--- config.mk ---
export PLATFORM = sky130hd
export DESIGN_NAME = axil_mem_tester
export DESIGN_NICKNAME = d
export VERILOG_FILES = /design/src/rtl/axil_mem_tester.sv
export SDC_FILE = /design/constraint.sdc
export NUM_CORES = 1
export LEC_CHECK = 0
export CORE_ASPECT_RATIO = 0.7
export CORE_MARGIN = 2
export CORE_UTILIZATION = 46
export DETAILED_ROUTE_END_ITERATION = 10
export GPL_TIMING_DRIVEN = 0
export PLACE_DENSITY_LB_ADDON = 0.05
export SLEW_MARGIN = 20
export SYNTH_ARGS = -nofsm -noshare
export SYNTH_HDL_FRONTEND = slang
export SYNTH_SLANG_ARGS = --single-unit
--- constraint.sdc ---
create_clock -name clk -period 6.4 [get_ports clk]
set_clock_uncertainty 0.2 [all_clocks]
set_input_delay 1.6 -clock clk [delete_from_list [all_inputs] [get_ports clk]]
set_output_delay 1.6 -clock clk [all_outputs]
set_load 0.005 [all_outputs]
--- src/rtl/axil_mem_tester.sv ---
// AXI4-Lite write-then-readback tester: writes NUM_WORDS address-derived words, reads them
// back, and reports pass/fail, a saturating error count and the first failing address.
module axil_mem_tester #(
  parameter int unsigned       ADDR_W      = 32,
  parameter logic [ADDR_W-1:0] BASE_ADDR   = '0,
  parameter int unsigned       NUM_WORDS   = 1024,
  parameter logic [31:0]       PATTERN_XOR = 32'hA5A5_5A5A,
  parameter int unsigned       TIMEOUT_CYC = 65535
) (
  input  logic              clk,
  input  logic              sys_rst,
  input  logic              start,
  output logic              busy,
  output logic              done,
  output logic              pass,
  output logic              timeout,
  output logic [15:0]       err_count,
  output logic [ADDR_W-1:0] first_err_addr,
  output logic [ADDR_W-1:0] m_awaddr,
  output logic [2:0]        m_awprot,
  output logic              m_awvalid,
  input  logic              m_awready,
  output logic [31:0]       m_wdata,
  output logic [3:0]        m_wstrb,
  output logic              m_wvalid,
  input  logic              m_wready,
  input  logic [1:0]        m_bresp,
  input  logic              m_bvalid,
  output logic              m_bready,
  output logic [ADDR_W-1:0] m_araddr,
  output logic [2:0]        m_arprot,
  output logic              m_arvalid,
  input  logic              m_arready,
  input  logic [31:0]       m_rdata,
  input  logic [1:0]        m_rresp,
  input  logic              m_rvalid,
  output logic              m_rready,
  output logic [2:0]        dbg_state
);

  localparam int unsigned IW = (NUM_WORDS > 1) ? $clog2(NUM_WORDS) : 1;
  localparam int unsigned TW = $clog2(TIMEOUT_CYC + 1);

  typedef enum logic [2:0] {
    S_IDLE, S_WR_REQ, S_WR_RESP, S_RD_REQ, S_RD_RESP, S_FIN
  } state_t;

  state_t            state, next_state;
  logic [IW-1:0]     idx;
  logic [TW-1:0]     tmo_cnt;
  logic              aw_done, w_done;
  logic [ADDR_W-1:0] cur_addr;
  logic [31:0]       exp_data;
  logic              last_word, waiting, hs, aw_hs, w_hs, beat, beat_err, abort;

  assign cur_addr  = BASE_ADDR + (ADDR_W'(idx) << 2);
  assign exp_data  = 32'(cur_addr) ^ PATTERN_XOR;
  assign last_word = (idx == IW'(NUM_WORDS - 1));
  assign waiting   = (state == S_WR_REQ) || (state == S_WR_RESP) ||
                     (state == S_RD_REQ) || (state == S_RD_RESP);

  assign m_awaddr  = cur_addr;
  assign m_araddr  = cur_addr;
  assign m_wdata   = exp_data;
  assign m_wstrb   = 4'hF;
  assign m_awprot  = 3'b000;
  assign m_arprot  = 3'b000;
  assign dbg_state = state;

  always_ff @(posedge clk) begin
    if (sys_rst) state <= S_IDLE;
    else         state <= next_state;
  end

  // Valid/ready: a transfer occurs on each rising edge where valid and ready are both high;
  // once raised, a valid and its payload stay unchanged until that edge.
  always_comb begin
    next_state = state;
    m_awvalid  = 1'b0;
    m_wvalid   = 1'b0;
    m_bready   = 1'b0;
    m_arvalid  = 1'b0;
    m_rready   = 1'b0;
    aw_hs      = 1'b0;
    w_hs       = 1'b0;
    hs         = 1'b0;
    beat       = 1'b0;
    beat_err   = 1'b0;
    abort      = 1'b0;
    case (state)
      S_IDLE: if (start) next_state = S_WR_REQ;
      S_WR_REQ: begin
        m_awvalid = ~aw_done;
        m_wvalid  = ~w_done;
        aw_hs     = m_awvalid & m_awready;
        w_hs      = m_wvalid & m_wready;
        hs        = aw_hs | w_hs;
        if ((aw_done | aw_hs) && (w_done | w_hs)) next_state = S_WR_RESP;
      end
      S_WR_RESP: begin
        m_bready = 1'b1;
        hs       = m_bvalid;
        beat     = m_bvalid;
        beat_err = (m_bresp != 2'b00);
        if (m_bvalid) next_state = last_word ? S_RD_REQ : S_WR_REQ;
      end
      S_RD_REQ: begin
        m_arvalid = 1'b1;
        hs        = m_arready;
        if (m_arready) next_state = S_RD_RESP;
      end
      S_RD_RESP: begin
        m_rready = 1'b1;
        hs       = m_rvalid;
        beat     = m_rvalid;
        beat_err = (m_rresp != 2'b00) || (m_rdata != exp_data);
        if (m_rvalid) next_state = last_word ? S_FIN : S_RD_REQ;
      end
      S_FIN:   next_state = S_IDLE;
      default: next_state = S_IDLE;
    endcase
    // The handshake cycle itself never counts toward the abort limit.
    if (waiting && !hs && (tmo_cnt == TW'(TIMEOUT_CYC - 1))) begin
      abort      = 1'b1;
      next_state = S_FIN;
    end
  end

  always_ff @(posedge clk) begin
    if (sys_rst) begin
      idx            <= '0;
      tmo_cnt        <= '0;
      aw_done        <= 1'b0;
      w_done         <= 1'b0;
      busy           <= 1'b0;
      done           <= 1'b0;
      pass           <= 1'b0;
      timeout        <= 1'b0;
      err_count      <= '0;
      first_err_addr <= '0;
    end else begin
      if ((next_state != state) || hs) tmo_cnt <= '0;
      else if (waiting)                tmo_cnt <= tmo_cnt + TW'(1);

      if (next_state != S_WR_REQ) begin
        aw_done <= 1'b0;
        w_done  <= 1'b0;
      end else begin
        if (aw_hs) aw_done <= 1'b1;
        if (w_hs)  w_done  <= 1'b1;
      end

      if ((state == S_IDLE) && start) begin
        idx            <= '0;
        busy           <= 1'b1;
        done           <= 1'b0;
        pass           <= 1'b0;
        timeout        <= 1'b0;
        err_count      <= '0;
        first_err_addr <= '0;
      end

      if (beat) begin
        idx <= last_word ? '0 : idx + IW'(1);
        if (beat_err) begin
          if (err_count != 16'hFFFF) err_count <= err_count + 16'd1;
          if (err_count == 16'd0)    first_err_addr <= cur_addr;
        end
      end

      if (abort) timeout <= 1'b1;

      if (state == S_FIN) begin
        busy <= 1'b0;
        done <= 1'b1;
        pass <= (err_count == 16'd0) && !timeout;
      end
    end
  end

endmodule

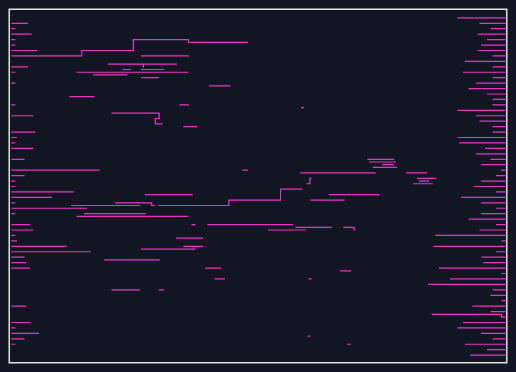
Fig. 1. The metal 3 layer (run 1).
Scale: 4 px per um.
wire length on this layer: 1090 um
longest straight run: 27.6 um
nets with wire on the layer: 141
routed wire length: 12.5 mm
met3 usage: 0.0586

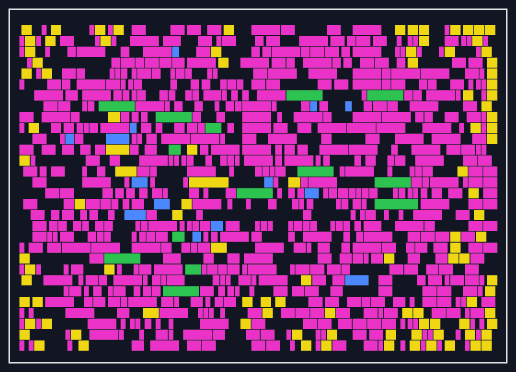
Fig. 2. Drive-strength map (run 1).
Scale: 4 px per um.
| color | size | cells |
|---|---|---|
| yellow | _3 and _4 cells | 103 |
| blue | _2 cells | 14 |
| green | _6 and larger | 14 |
| magenta | _0 and _1 cells | 635 |

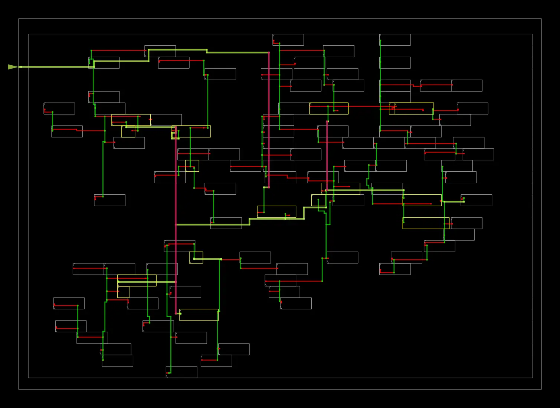
Fig. 3. Clock nets (run 1).
layout clock buffer count: 10
total clock buffers created by CTS: 9
clock latency of the later-clocked register in the worst-skew pair: 340 ps

==> out/metrics.json, run 1 <==
{
  "max-clock-path-buffers": 2,
  "final_period_minus_worst_setup_slack_ps": 4090,
  "grt_util_all_layers": 0.228,
  "pwr-share-comb": 0.122,
  "drive_gt1_frac": 0.171,
  "timing_max_transition_violations_final": 0,
  "yosysWarningCount": 0,
  "detailed_route_drc_error_count": 0,
  "detail-route-antenna-nets": 0,
  "routed-wl-met3_mm": 1.09,
  "path_cells": "clkdlybuf4s50_1 -> nor4bb_1 -> nand4_1 -> o41ai_2 -> a211oi_1 -> clkbuf_1 -> nand3b_1 -> a21oi_1",
  "arrival_time_at_the_worst_endpoint_ps": 4160,
  "regToRegSetupSlack_ps": 3640,
  "yosys.stat.chipArea_sq_um": 4630,
  "crit_buf_inv": 2,
  "finalHoldViolations": 0,
  "crit_family": "AND-OR/OR-AND gates",
  "logic_gates": 409,
  "top_power_group": "the clock network",
  "r2r.worst_path.cells": 7,
  "power_density_nw_per_um2": 178,
  "min_from": "first_err_addr[13]",
  "power.share.clock": 0.439,
  "holdWs_ps": 260,
  "cp-endpoint": "first_err_addr[4]",
  "edf_count": 0,
  "synth.cellmix.simpleShare": 0.270,
  "comb_share": 0.359,
  "cp_max_fo": 10,
  "worstHoldPathType": "flop to flop",
  "pg_comb_uw": 146,
  "status": "finished, final reports clean",
  "post-route-cell-area_sq_um": 6710,
  "finish.utilization": 0.687,
  "largest_registers": "first_err_addr: 32 flops, err_count: 16 flops, tmo_cnt: 16 flops",
  "n_all_buffers": 243,
  "mostFrequentLayoutCells": "clkdlybuf4s50_1, buf_4, dfxtp_1",
  "pg_clk_uw": 525,
  "cts_hold_repair.buffers": 0,
  "worst_r2r_startpoint": "idx[7]",
  "layout_setup_ws_ps": 2310,
  "ys_async_sr_fraction": 0,
  "vias_per_cell": 4.92,
  "p_int_uw": 906,
  "post_synth_xor_area_fraction": 0.0529,
  "syn-mean-instance-area_sq_um": 8.53,
  "top_cells_by_count": "buf_4, dfxtp_1, nor2_1",
  "power.sequential.total_uw": 524,
  "port-buffer-count": 133,
  "critical_path.max_stage_delay_ps": 710,
  "ctsRootBufferMaster": "clkbuf_16",
  "cp.depth": 8,
  "leakagePower_nw": 2.74,
  "grt_antenna_before_repair": 0,
  "min_delay_worst_endpoint": "first_err_addr[13]",
  "portion_of_the_layout_cell_area_used_by_non_clock_buffers": 0.316,
  "regToRegEndpoint": "first_err_addr[4]",
  "synthTopCellsByArea": "dfxtp_1, buf_4, a21oi_1, and2_1, nor2_1",
  "clock-sinks": 83,
  "ys_cells": 543,
  "data_required_time_of_the_worst_path_ps": 6460,
  "met2RoutedLength_mm": 5.67,
  "syn2layout_area_growth_pct": 44.7,
  "postSynthSeqShare": 0.359,
  "cts_repair_resize_count": 0,
  "layer_with_the_highest_usage": "met2",
  "number_of_global_route_vias_before_repair": 4036
}
==> run 1 -> run 2 <==
--- a/config.mk
+++ b/config.mk
@@ -7,7 +7,7 @@
 export LEC_CHECK = 0
 export CORE_ASPECT_RATIO = 0.7
 export CORE_MARGIN = 2
-export CORE_UTILIZATION = 46
+export CORE_UTILIZATION = 42
 export DETAILED_ROUTE_END_ITERATION = 10
 export GPL_TIMING_DRIVEN = 0
 export PLACE_DENSITY_LB_ADDON = 0.05
==> constraint.sdc (replaced) <==
create_clock -name clk -period 3.9 [get_ports clk]
set_clock_uncertainty 0.2 [all_clocks]
set_input_delay 0.975 -clock clk [delete_from_list [all_inputs] [get_ports clk]]
set_output_delay 0.975 -clock clk [all_outputs]
set_load 0.005 [all_outputs]
==> run 2 against run 1 <==
Against the previous run:
- clock power increased by 47%
- global-route usage is 2.8 points lower
- combinational power up 66%
- cell count increased by 2.8%
- power grew 57%
- critical path depth unchanged
- via count down 1.8%
- design area is essentially flat
==> out/metrics.json, run 2 <==
{
  "status": {"value": "finished, final reports clean", "change": "unchanged"},
  "power_density": {"value": 279, "unit": "nW/um^2", "change": "was 178 nW/um^2"},
  "mostFrequentLayoutCells": {"value": "clkdlybuf4s50_1, buf_4, dfxtp_1", "change": "unchanged"},
  "ctsRootBufferMaster": {"value": "clkbuf_16", "change": "unchanged"},
  "largest_register_ff_count": {"value": 32, "change": "unchanged"},
  "post_synth_xor_area_fraction": {"value": 0.0529, "change": "unchanged"},
  "max-clock-path-buffers": {"value": 2, "change": "unchanged"},
  "edf_count": {"value": 0, "change": "unchanged"},
  "holdWs": {"value": 258, "unit": "ps", "change": "was 260 ps"},
  "grtUsageMet3": {"value": 0.0449, "change": "was 0.0586"},
  "min_from": {"value": "first_err_addr[31]", "change": "was first_err_addr[13]"},
  "cp_max_fo": {"value": 10, "change": "unchanged"},
  "ys_cells": {"value": 543, "change": "unchanged"},
  "data_required_time_of_the_worst_path": {"value": 3910, "unit": "ps", "change": "was 6460 ps"},
  "syn-mean-instance-area": {"value": 8.53, "unit": "sq um", "change": "unchanged"},
  "pg_comb": {"value": 242, "unit": "uW", "change": "was 146 uW"},
  "crit_family": {"value": "AND-OR/OR-AND gates", "change": "unchanged"},
  "pg_clk": {"value": 771, "unit": "uW", "change": "was 525 uW"},
  "pwr-share-comb": {"value": 0.129, "change": "was 0.122"},
  "critical_path_sink_type": {"value": "flop", "change": "unchanged"},
  "chip_area": {"value": 11900, "unit": "sq um", "change": "was 10900 sq um"},
  "layer_with_the_highest_usage": {"value": "met2", "change": "unchanged"},
  "cp-endpoint": {"value": "err_count[7]", "change": "was first_err_addr[4]"},
  "yosysWarningCount": {"value": 0, "change": "unchanged"},
  "routed-wl-met3": {"value": 972, "unit": "um", "change": "was 1.09 mm"},
  "post-route-cell-area": {"value": 6710, "unit": "sq um", "change": "about the same"},
  "power.share.switching": {"value": 0.245, "change": "was 0.241"},
  "number_of_global_route_vias_before_repair": {"value": 3829, "change": "was 4036"},
  "clock-sinks": {"value": 83, "change": "unchanged"},
  "regToRegEndpoint": {"value": "err_count[7]", "change": "was first_err_addr[4]"},
  "largestClassByArea": {"value": "combinational gates", "change": "unchanged"},
  "cp.depth": {"value": 8, "change": "unchanged"},
  "finalHoldViolations": {"value": 0, "change": "unchanged"},
  "comb_share": {"value": 0.359, "change": "about the same"},
  "total_clock_buffers_created_by_cts": {"value": 9, "change": "unchanged"},
  "leakagePower": {"value": 2.73, "unit": "nW", "change": "was 2.74 nW"},
  "r2r.worst_path.cells": {"value": 7, "change": "unchanged"},
  "arrival_time_at_the_worst_endpoint": {"value": 3350, "unit": "ps", "change": "was 4160 ps"},
  "largest_registers": {"value": "first_err_addr: 32 flops, err_count: 16 flops, tmo_cnt: 16 flops", "change": "unchanged"},
  "critical_path.max_stage_delay": {"value": 630, "unit": "ps", "change": "was 710 ps"},
  "flop_cell": {"value": "dfxtp_1", "change": "unchanged"},
  "worst_r2r_startpoint": {"value": "idx[8]", "change": "was idx[7]"},
  "p_int": {"value": 1.41, "unit": "mW", "change": "was 906 uW"},
  "path_cells": {"value": "clkdlybuf4s50_1 -> nor4b_1 -> nand4_1 -> o41ai_2 -> a21bo_4 -> buf_6 -> nor2_1 -> a221o_1", "change": "was clkdlybuf4s50_1 -> nor4bb_1 -> nand4_1 -> o41ai_2 -> a211oi_1 -> clkbuf_1 -> nand3b_1 -> a21oi_1"},
  "top_power_group": {"value": "sequential cells", "change": "was the clock network"},
  "finish.utilization": {"value": 0.616, "change": "was 0.687"},
  "timing_max_transition_violations_final": {"value": 0, "change": "unchanged"},
  "cts_repair_resize_count": {"value": 0, "change": "unchanged"},
  "postSynthSeqShare": {"value": 0.359, "change": "unchanged"},
  "final_period_minus_worst_setup_slack_ps": 3340,
  "top_cells_by_count": {"value": "buf_4, dfxtp_1, nor2_1", "change": "unchanged"},
  "synthTopCellsByArea": {"value": "dfxtp_1, buf_4, a21oi_1, and2_1, nor2_1", "change": "unchanged"},
  "regToRegSetupSlack": {"value": 1310, "unit": "ps", "change": "was 3640 ps"},
  "power.share.clock": {"value": 0.412, "change": "was 0.439"},
  "clkLatencyLatePin": {"value": 330, "unit": "ps", "change": "was 340 ps"},
  "yosys.stat.chipArea": {"value": 4630, "unit": "sq um", "change": "unchanged"},
  "port-buffer-count": {"value": 133, "change": "unchanged"},
  "logic_gates": {"value": 409, "change": "unchanged"},
  "power.sequential.total": {"value": 860, "unit": "uW", "change": "was 524 uW"},
  "detailed_route_drc_error_count": {"value": 0, "change": "unchanged"},
  "gp_routability_congestion": {"value": 0.819, "change": "was 0.869"},
  "portion_of_the_layout_cell_area_used_by_non_clock_buffers": {"value": 0.316, "change": "about the same"},
  "ys_async_sr_fraction": {"value": 0, "change": "unchanged"},
  "detail-route-antenna-nets": {"value": 0, "change": "unchanged"},
  "vias_per_cell": {"value": 4.70, "change": "was 4.92"},
  "grt_antenna_before_repair": {"value": 0, "change": "unchanged"},
  "drive_gt1_frac": {"value": 0.171, "change": "unchanged"},
  "min_delay_worst_endpoint": {"value": "first_err_addr[31]", "change": "was first_err_addr[13]"}
}
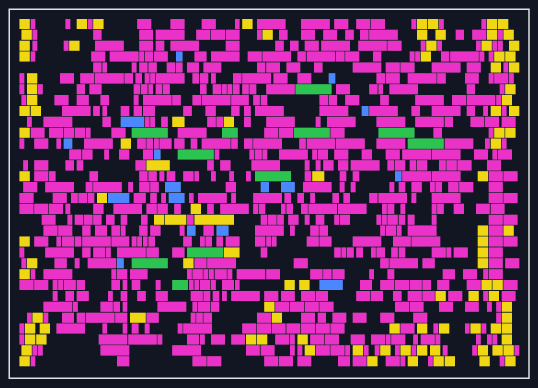
Fig. 4. Drive-strength map (run 2).
Scale: 4 px per um.
| color | size | cells |
|---|---|---|
| magenta | _0 and _1 cells | 635 |
| green | _6 and larger | 11 |
| yellow | _3 and _4 cells | 104 |
| blue | _2 cells | 16 |
area added between synthesis and finish: 44.7%
Buffers, non-clock: 243
setup ws final: 560 ps

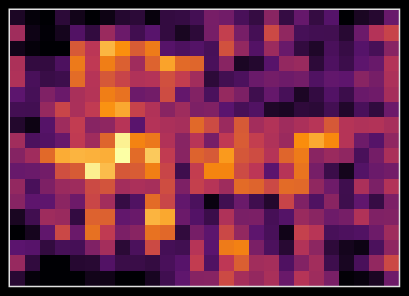
Fig. 5. Signal metal coverage by tile (run 2).
Scale: 3 px per um. The die is cut into 26 by 18 equal tiles; black is low, pale yellow is high, scaled to the fullest tile. Values are wire area over tile area, all layers added.
mean over tiles: 0.17
nearly empty tiles: 3.8%
fullest tile: 0.48
routed wire length: 12.4 mm
aggregate global-route resource usage: 0.200
DR vias: 4318
DR WL/cell: 13.5 um

==> run 2 -> run 3 <==
==> constraint.sdc (replaced) <==
create_clock -name clk -period 3.78 [get_ports clk]
set_clock_uncertainty 0.2 [all_clocks]
set_input_delay 0.945 -clock clk [delete_from_list [all_inputs] [get_ports clk]]
set_output_delay 0.945 -clock clk [all_outputs]
set_load 0.005 [all_outputs]
==> run 3 against run 2 <==
Against the previous run:
- power grew 3.2%
- first-iteration DRC count is the same
- register-to-register slack lost 120 ps
- cell count unchanged
- global-route usage unchanged
- synthesized cell count did not move
- worst hold slack unchanged
- largest power group unchanged
- highest routed layer unchanged
- worst setup slack worse by 90 ps
- die area unchanged
- sequential cell count unchanged
- area after synthesis stayed put
==> out/metrics.json, run 3 <==
{
  "status": {"value": "finished, final reports clean", "change": "unchanged"},
  "vias": {"value": 4318, "change": "unchanged"},
  "power.sequential.total": {"value": 887, "unit": "uW", "change": "was 860 uW"},
  "detail-route-antenna-nets": {"value": 0, "change": "unchanged"},
  "pwr-share-comb": {"value": 0.129, "change": "about the same"},
  "pg_comb": {"value": 250, "unit": "uW", "change": "was 242 uW"},
  "edf_count": {"value": 0, "change": "unchanged"},
  "grt_antenna_before_repair": {"value": 0, "change": "unchanged"},
  "n_all_buffers": {"value": 243, "change": "unchanged"},
  "critical_path.max_stage_delay": {"value": 630, "unit": "ps", "change": "about the same"},
  "clkLatencyLatePin": {"value": 330, "unit": "ps", "change": "about the same"},
  "power.share.clock": {"value": 0.412, "change": "about the same"},
  "finalHoldViolations": {"value": 0, "change": "unchanged"},
  "final_period_minus_worst_setup_slack_ps": 3310,
  "clock-sinks": {"value": 83, "change": "unchanged"},
  "syn-mean-instance-area": {"value": 8.53, "unit": "sq um", "change": "unchanged"},
  "power.share.switching": {"value": 0.245, "change": "about the same"},
  "synthTopCellsByArea": {"value": "dfxtp_1, buf_4, a21oi_1, and2_1, nor2_1", "change": "unchanged"},
  "p_int": {"value": 1.46, "unit": "mW", "change": "was 1.41 mW"},
  "layer_with_the_highest_usage": {"value": "met2", "change": "unchanged"},
  "mostFrequentLayoutCells": {"value": "clkdlybuf4s50_1, buf_4, dfxtp_1", "change": "unchanged"},
  "portion_of_the_layout_cell_area_used_by_non_clock_buffers": {"value": 0.316, "change": "unchanged"},
  "cp-endpoint": {"value": "err_count[7]", "change": "unchanged"},
  "yosys.stat.chipArea": {"value": 4630, "unit": "sq um", "change": "unchanged"},
  "top_power_group": {"value": "sequential cells", "change": "unchanged"},
  "syn2layout_area_growth": {"value": 44.7, "unit": "%", "change": "unchanged"},
  "timing_max_transition_violations_final": {"value": 0, "change": "unchanged"},
  "finish.utilization": {"value": 0.616, "change": "unchanged"},
  "top_cells_by_count": {"value": "buf_4, dfxtp_1, nor2_1", "change": "unchanged"},
  "logic_gates": {"value": 409, "change": "unchanged"},
  "layout_setup_ws": {"value": 470, "unit": "ps", "change": "was 560 ps"},
  "crit_buf_inv": {"value": 2, "change": "unchanged"},
  "synth.cellmix.simpleShare": {"value": 0.270, "change": "unchanged"},
  "clockBufferCount": {"value": 10, "change": "unchanged"},
  "regToRegSetupSlack": {"value": 1190, "unit": "ps", "change": "was 1310 ps"},
  "port-buffer-count": {"value": 133, "change": "unchanged"},
  "flop_cell": {"value": "dfxtp_1", "change": "unchanged"},
  "largestClassByArea": {"value": "combinational gates", "change": "unchanged"},
  "met2RoutedLength": {"value": 5.41, "unit": "mm", "change": "unchanged"},
  "worst_r2r_startpoint": {"value": "idx[8]", "change": "unchanged"},
  "min_delay_worst_endpoint": {"value": "first_err_addr[31]", "change": "unchanged"},
  "cp_max_fo": {"value": 10, "change": "unchanged"},
  "max-clock-path-buffers": {"value": 2, "change": "unchanged"},
  "drive_gt1_frac": {"value": 0.171, "change": "unchanged"},
  "arrival_time_at_the_worst_endpoint": {"value": 3320, "unit": "ps", "change": "was 3350 ps"},
  "vias_per_cell": {"value": 4.70, "change": "unchanged"},
  "yosysWarningCount": {"value": 0, "change": "unchanged"},
  "power_density": {"value": 288, "unit": "nW/um^2", "change": "was 279 nW/um^2"},
  "number_of_global_route_vias_before_repair": {"value": 3829, "change": "unchanged"},
  "total_clock_buffers_created_by_cts": {"value": 9, "change": "unchanged"},
  "cp.depth": {"value": 8, "change": "unchanged"},
  "routed_wirelength": {"value": 12.4, "unit": "mm", "change": "unchanged"}
}
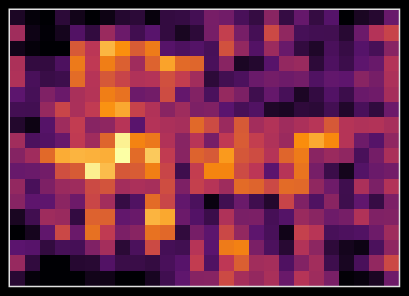
Fig. 6. Signal metal coverage by tile (run 3).
Scale: 3 px per um. The die is cut into 26 by 18 equal tiles; black is low, pale yellow is high, scaled to the fullest tile. Values are wire area over tile area, all layers added.
nearly empty tiles: 3.8%
tiles over half the peak: 23%
mean over tiles: 0.17
fullest tile: 0.48

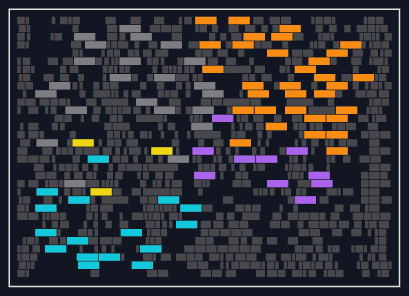
Fig. 7. Sequential cells grouped by signal name (run 3).
Scale: 3 px per um. Other sequential cells in the stronger gray, the rest of the logic in the fainter gray.
| color | name in the netlist | sequential cells |
|---|---|---|
| yellow | `dbg_state` | 3 |
| orange | `first_err_addr` | 32 |
| purple | `idx` | 10 |
| cyan | `tmo_cnt` | 16 |
not colored: 22

Power and IR drop assume default switching activity.
